**config.mk**
```make
export PLATFORM = sky130hd
export DESIGN_NAME = gray_count_decoder_flat
export DESIGN_NICKNAME = d
export VERILOG_FILES = /design/src/rtl/gray_count_decoder_if.sv /design/src/rtl/gray_count_decoder.sv /design/src/flat_wrapper.sv
export SDC_FILE = /design/constraint.sdc
export NUM_CORES = 1
export LEC_CHECK = 0
export CAP_MARGIN = 25
export CORE_ASPECT_RATIO = 0.75
export CORE_MARGIN = 2
export CORE_UTILIZATION = 50
export CTS_CLUSTER_SIZE = 20
export DETAILED_ROUTE_END_ITERATION = 16
export PLACE_DENSITY = 0.76
export REMOVE_ABC_BUFFERS = 1
export SYNTH_ARGS = -nofsm -noshare
export SYNTH_HDL_FRONTEND = slang
export SYNTH_SLANG_ARGS = --single-unit
```
**constraint.sdc**
```tcl
create_clock -name clk -period 2.4 [get_ports clk]
set_input_delay 0.72 -clock clk [delete_from_list [all_inputs] [get_ports clk]]
set_output_delay 0.72 -clock clk [all_outputs]
set_load 0.05 [all_outputs]
```
**src/rtl/gray_count_decoder_if.sv**
```systemverilog
// Gray-count link bundle between a gray-count source (master) and the
// decoder (slave).
interface gray_count_decoder_if #(
    parameter int N = 4
);
    logic [N-1:0] gray_in;
    logic         clr_err;
    logic [N-1:0] bin_out;
    logic         bin_valid;
    logic         dir_up;
    logic         wrap;
    logic         step_err;
    logic [7:0]   err_cnt;

    modport master (
        output gray_in, clr_err,
        input  bin_out, bin_valid, dir_up, wrap, step_err, err_cnt
    );

    modport slave (
        input  gray_in, clr_err,
        output bin_out, bin_valid, dir_up, wrap, step_err, err_cnt
    );
endinterface

```
**src/rtl/gray_count_decoder.sv**
```systemverilog
// Consumer side of a gray-count link: samples, decodes to binary, flags multi-bit
// steps, direction and wraps. Define GRAY_DEC_SYNC_EN to add a 2-flop input synchronizer.
module gray_count_decoder #(
    parameter int N          = 4,
    parameter int STABLE_CYC = 2
) (
    input  logic                clk,
    input  logic                reset_al_in,
    gray_count_decoder_if.slave bus
);
    localparam int SW = (STABLE_CYC < 1) ? 1 : $clog2(STABLE_CYC + 1);

    typedef enum logic [1:0] {INIT, TRACK, ERR} state_t;

    function automatic logic [N-1:0] gray2bin(input logic [N-1:0] g);
        logic [N-1:0] b;
        b[N-1] = g[N-1];
        for (int i = N - 2; i >= 0; i--) begin
            b[i] = b[i+1] ^ g[i];
        end
        return b;
    endfunction

    logic [N-1:0] samp;

`ifdef GRAY_DEC_SYNC_EN
    // INIT waits until the synchronizer has carried the first post-reset sample through
    localparam int INIT_CYC = 3;
    logic [N-1:0] s1_q, s2_q;

    always_ff @(posedge clk or negedge reset_al_in) begin
        if (!reset_al_in) begin
            s1_q <= '0;
            s2_q <= '0;
        end else begin
            s1_q <= bus.gray_in;
            s2_q <= s1_q;
        end
    end

    assign samp = s2_q;
`else
    localparam int INIT_CYC = 1;
    assign samp = bus.gray_in;
`endif

    state_t       state_q, state_d;
    logic [1:0]   init_q, init_d;
    logic [SW-1:0] stab_q, stab_d;
    logic [N-1:0] g_q, g_d;
    logic [N-1:0] g_prev_q, g_prev_d;
    logic [N-1:0] bin_q, bin_d;
    logic         valid_q, valid_d;
    logic         dir_q, dir_d;
    logic         wrap_q, wrap_d;
    logic         serr_q, serr_d;
    logic [7:0]   ecnt_q, ecnt_d;

    logic [N-1:0] diff;
    logic         changed;
    logic         multi;
    logic [N-1:0] dec_g;
    logic         up;

    // diff & (diff-1) is nonzero exactly when more than one bit differs
    assign diff    = g_q ^ g_prev_q;
    assign changed = |diff;
    assign multi   = |(diff & (diff - N'(1)));
    assign dec_g   = gray2bin(g_q);
    assign up      = ((dec_g - bin_q) == N'(1));

    always_ff @(posedge clk or negedge reset_al_in) begin
        if (!reset_al_in) begin
            state_q  <= INIT;
            init_q   <= '0;
            stab_q   <= '0;
            g_q      <= '0;
            g_prev_q <= '0;
            bin_q    <= '0;
            valid_q  <= 1'b0;
            dir_q    <= 1'b0;
            wrap_q   <= 1'b0;
            serr_q   <= 1'b0;
            ecnt_q   <= '0;
        end else begin
            state_q  <= state_d;
            init_q   <= init_d;
            stab_q   <= stab_d;
            g_q      <= g_d;
            g_prev_q <= g_prev_d;
            bin_q    <= bin_d;
            valid_q  <= valid_d;
            dir_q    <= dir_d;
            wrap_q   <= wrap_d;
            serr_q   <= serr_d;
            ecnt_q   <= ecnt_d;
        end
    end

    always_comb begin
        state_d  = state_q;
        init_d   = init_q;
        stab_d   = stab_q;
        g_d      = samp;
        g_prev_d = g_q;
        bin_d    = bin_q;
        valid_d  = 1'b0;
        dir_d    = dir_q;
        wrap_d   = 1'b0;
        serr_d   = 1'b0;

        case (state_q)
            INIT: begin
                // Seed both sample registers so the first TRACK cycle sees no change
                if (init_q == 2'(INIT_CYC - 1)) begin
                    bin_d    = gray2bin(samp);
                    g_prev_d = samp;
                    init_d   = '0;
                    state_d  = TRACK;
                end else begin
                    init_d = init_q + 2'd1;
                end
            end
            TRACK: begin
                if (multi) begin
                    serr_d  = 1'b1;
                    stab_d  = '0;
                    state_d = ERR;
                end else if (changed) begin
                    bin_d   = dec_g;
                    valid_d = 1'b1;
                    dir_d   = up;
                    wrap_d  = up ? (bin_q == {N{1'b1}}) : (bin_q == '0);
                end
            end
            ERR: begin
                if (changed) begin
                    stab_d = '0;
                    serr_d = multi;
                end else if (stab_q == SW'(STABLE_CYC - 1)) begin
                    bin_d   = dec_g;
                    valid_d = 1'b1;
                    stab_d  = '0;
                    state_d = TRACK;
                end else begin
                    stab_d = stab_q + SW'(1);
                end
            end
            default: state_d = INIT;
        endcase

        ecnt_d = ecnt_q;
        if (bus.clr_err)
            ecnt_d = '0;
        else if (serr_d && ecnt_q != 8'hFF)
            ecnt_d = ecnt_q + 8'd1;
    end

    assign bus.bin_out   = bin_q;
    assign bus.bin_valid = valid_q;
    assign bus.dir_up    = dir_q;
    assign bus.wrap      = wrap_q;
    assign bus.step_err  = serr_q;
    assign bus.err_cnt   = ecnt_q;
endmodule

```
**src/flat_wrapper.sv**
```systemverilog
// flat-port wrapper written by rule: the top's interface ports become plain ports
module gray_count_decoder_flat 
#(
    parameter int N          = 4,
    parameter int STABLE_CYC = 2
)
  (clk, reset_al_in, bus_gray_in, bus_clr_err, bus_bin_out, bus_bin_valid, bus_dir_up, bus_wrap, bus_step_err, bus_err_cnt);
  gray_count_decoder_if #(.N(N)) bus_i ();
  input  logic clk;
  input  logic reset_al_in;
  input wire logic [$bits(bus_i.gray_in)-1:0] bus_gray_in;
  input wire logic [$bits(bus_i.clr_err)-1:0] bus_clr_err;
  output wire logic [$bits(bus_i.bin_out)-1:0] bus_bin_out;
  output wire logic [$bits(bus_i.bin_valid)-1:0] bus_bin_valid;
  output wire logic [$bits(bus_i.dir_up)-1:0] bus_dir_up;
  output wire logic [$bits(bus_i.wrap)-1:0] bus_wrap;
  output wire logic [$bits(bus_i.step_err)-1:0] bus_step_err;
  output wire logic [$bits(bus_i.err_cnt)-1:0] bus_err_cnt;
  assign bus_i.gray_in = bus_gray_in;
  assign bus_i.clr_err = bus_clr_err;
  assign bus_bin_out = bus_i.bin_out;
  assign bus_bin_valid = bus_i.bin_valid;
  assign bus_dir_up = bus_i.dir_up;
  assign bus_wrap = bus_i.wrap;
  assign bus_step_err = bus_i.step_err;
  assign bus_err_cnt = bus_i.err_cnt;
  gray_count_decoder #(.N(N), .STABLE_CYC(STABLE_CYC)) u_core (.clk(clk), .reset_al_in(reset_al_in), .bus(bus_i));
endmodule
```
placement_by_type.png
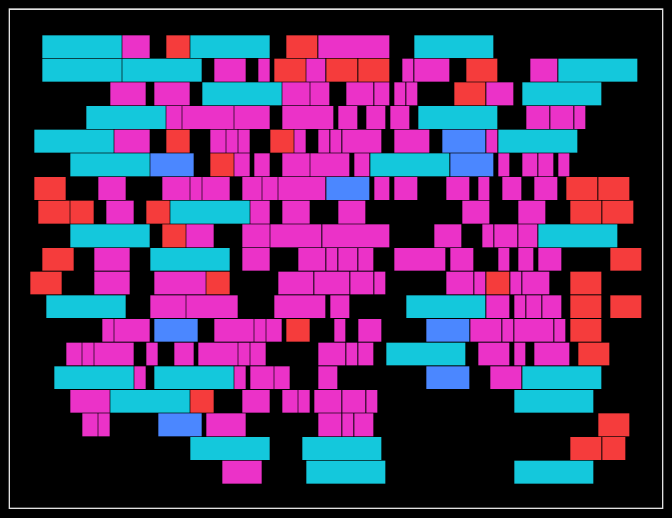
| color | class | cells |
|---|---|---|
| blue | clock drivers and dummy loads | 8 |
| cyan | flops | 30 |
| red | other buffers and delay cells | 34 |
| magenta | combinational and other logic | 147 |

clk_routes.png
Scale bar: 20 um.
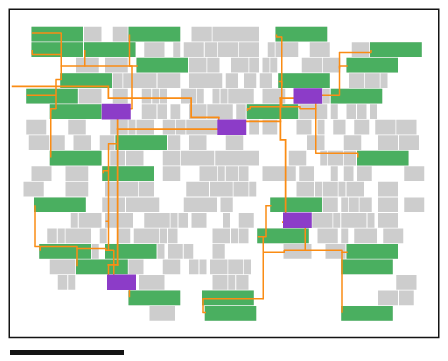
[green] flip-flops | count: 30
[orange] clock wires | length: 391 um
[purple] clock drivers | count: 5
flops lie: spread over the die
routed clock nets: 6

==> run summary <==
The run has ended; figures from its reports follow.

The run finished with clean final reports. Synthesis inferred 30 register bits. The final RePlAce weighted congestion is 0.861. Setup repair after global routing could not meet its margin everywhere. The library cell used as clock root buffer is sky130_fd_sc_hd__clkbuf_8. The worst-case setup slack after placement came out at -115 ps. The net count of the finished layout is 236.

Counting stages on the worst path, the most repeated cell is sky130_fd_sc_hd__xnor2_2. The prevailing logic family in the synthesized netlist is simple AND/OR/NAND/NOR gates. The sequential share of the synthesized area came out at 0.397. The synthesized-area fraction occupied by ao, oa, aoi and oai cells is 0.134. The vias after detailed routing came out at 1449.

Per the post-route antenna check, the number of violating nets is 0. The total leakage power is 0.999 nW. The total die size is 0.00429 sq mm. The logic depth of the worst register-to-register path came out at 9.

The post-layout utilization of the core is 0.649. The post-place instance area is 0.00222 sq mm. The number of instances in the synthesized netlist came out at 182.

The endpoint of the lowest-slack register-to-register path is u_core.bus.wrap. The critical path depth in cells came out at 9.
clocks.png
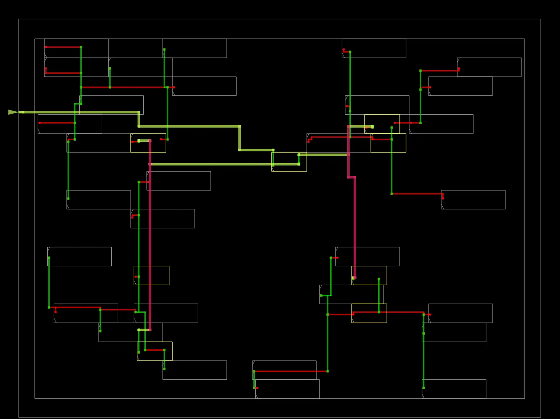
Flops: 30
Insertion Delay late pin: 280 ps
number of sinks handled by clock tree synthesis: 30
Num CTS Buffers: 5

logic_types.png
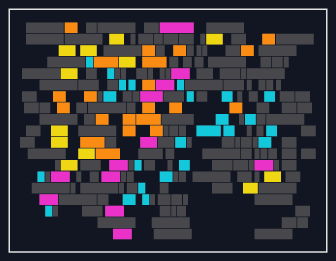
| color | family | cells |
|---|---|---|
| orange | XOR/XNOR gates | 21 |
| cyan | inverting AOI/OAI gates | 24 |
| magenta | adder and majority cells | 12 |
| yellow | multiplexers | 12 |

-- Yosys cell counts, types with 2 or more instances --
master and number:
sky130_fd_sc_hd__nor2b_1 5, sky130_fd_sc_hd__dfrtp_1 30, sky130_fd_sc_hd__o211ai_1 4, sky130_fd_sc_hd__ha_1 10, sky130_fd_sc_hd__nor2_1 11, sky130_fd_sc_hd__inv_1 11, sky130_fd_sc_hd__buf_4 2, sky130_fd_sc_hd__nor3_1 2
sky130_fd_sc_hd__xnor2_1 11, sky130_fd_sc_hd__mux2_2 9, sky130_fd_sc_hd__xor2_1 7, sky130_fd_sc_hd__mux2i_1 2, sky130_fd_sc_hd__nand2_1 16, sky130_fd_sc_hd__nand4_1 4, sky130_fd_sc_hd__xor2_2 2, sky130_fd_sc_hd__o21ai_0 8
sky130_fd_sc_hd__a21o_1 2, sky130_fd_sc_hd__nand3_1 7, sky130_fd_sc_hd__nand2b_1 3, sky130_fd_sc_hd__o21a_1 4, sky130_fd_sc_hd__a21oi_1 3
-- routing by layer --
layer | wire, um | vias to the layer above | track usage
met5 | 0 | - | 0
met4 | 58 | 0 | 0.0740
met3 | 182 | 8 | 0.0565
met2 | 1850 | 40 | 0.326
met1 | 1640 | 694 | 0.240
li1 | - | 707 | -
-- placed cells by master, fill, tap and decap left out, types with 9 or more instances in the layout --
cell                              synthesis  layout
sky130_fd_sc_hd__buf_4                    2      12
sky130_fd_sc_hd__xnor2_1                 11       9
sky130_fd_sc_hd__ha_1                    10       9
sky130_fd_sc_hd__dfrtp_1                 30      30
sky130_fd_sc_hd__clkdlybuf4s50_1          0      22
sky130_fd_sc_hd__nand2_1                 16      16
sky130_fd_sc_hd__mux2_2                   9       9
sky130_fd_sc_hd__inv_1                   11      11
sky130_fd_sc_hd__nor2_1                  11      11
-- area by class of cell --
type,instances,area [sq um],area share
clock buffer,8,110,0.0467
multi-input combinational,136,1080,0.459
tap,52,65.1,0.0276
inverter,11,41.3,0.0175
timing repair buffer,34,310,0.131
sequential,30,751,0.318
-- state kept, by name, indices dropped and copies added (netlist names) --
register and cells:
u_core.stab_q 2, u_core.bus.err_cnt 8, u_core.g_q 4, u_core.g_prev_q 4, u_core.bus.bin_valid 1, u_core.bus.dir_up 1, u_core.init_q 2, u_core.bus.wrap 1
u_core.state_q 2, u_core.bus.bin_out 4, u_core.bus.step_err 1
-- kinds of logic after synthesis --
family | count (synthesis)
AOI/OAI and AO/OA | 34
xor gates and xnor gates | 21
adders and majority gates | 12
buffers and inverters | 16
DFF | 30
muxes | 12
and+or+nand+nor | 57
-- where the power goes --
part	total (mW)	internal (mW)	switching, mW
Combinational	1.39	0.599	0.792
Clock	0.471	0.289	0.182
Sequential	0.722	0.612	0.110
-- timing repair --
item / in CTS / in global routing
cloned: 0 / 0
resized: 4 / 0
setup buffers: 1 / 0
pin swaps: 6 / 2
setup endpoints to repair: 2 / 2
Power figures rest on the tool's default switching activity, not on a simulated workload.
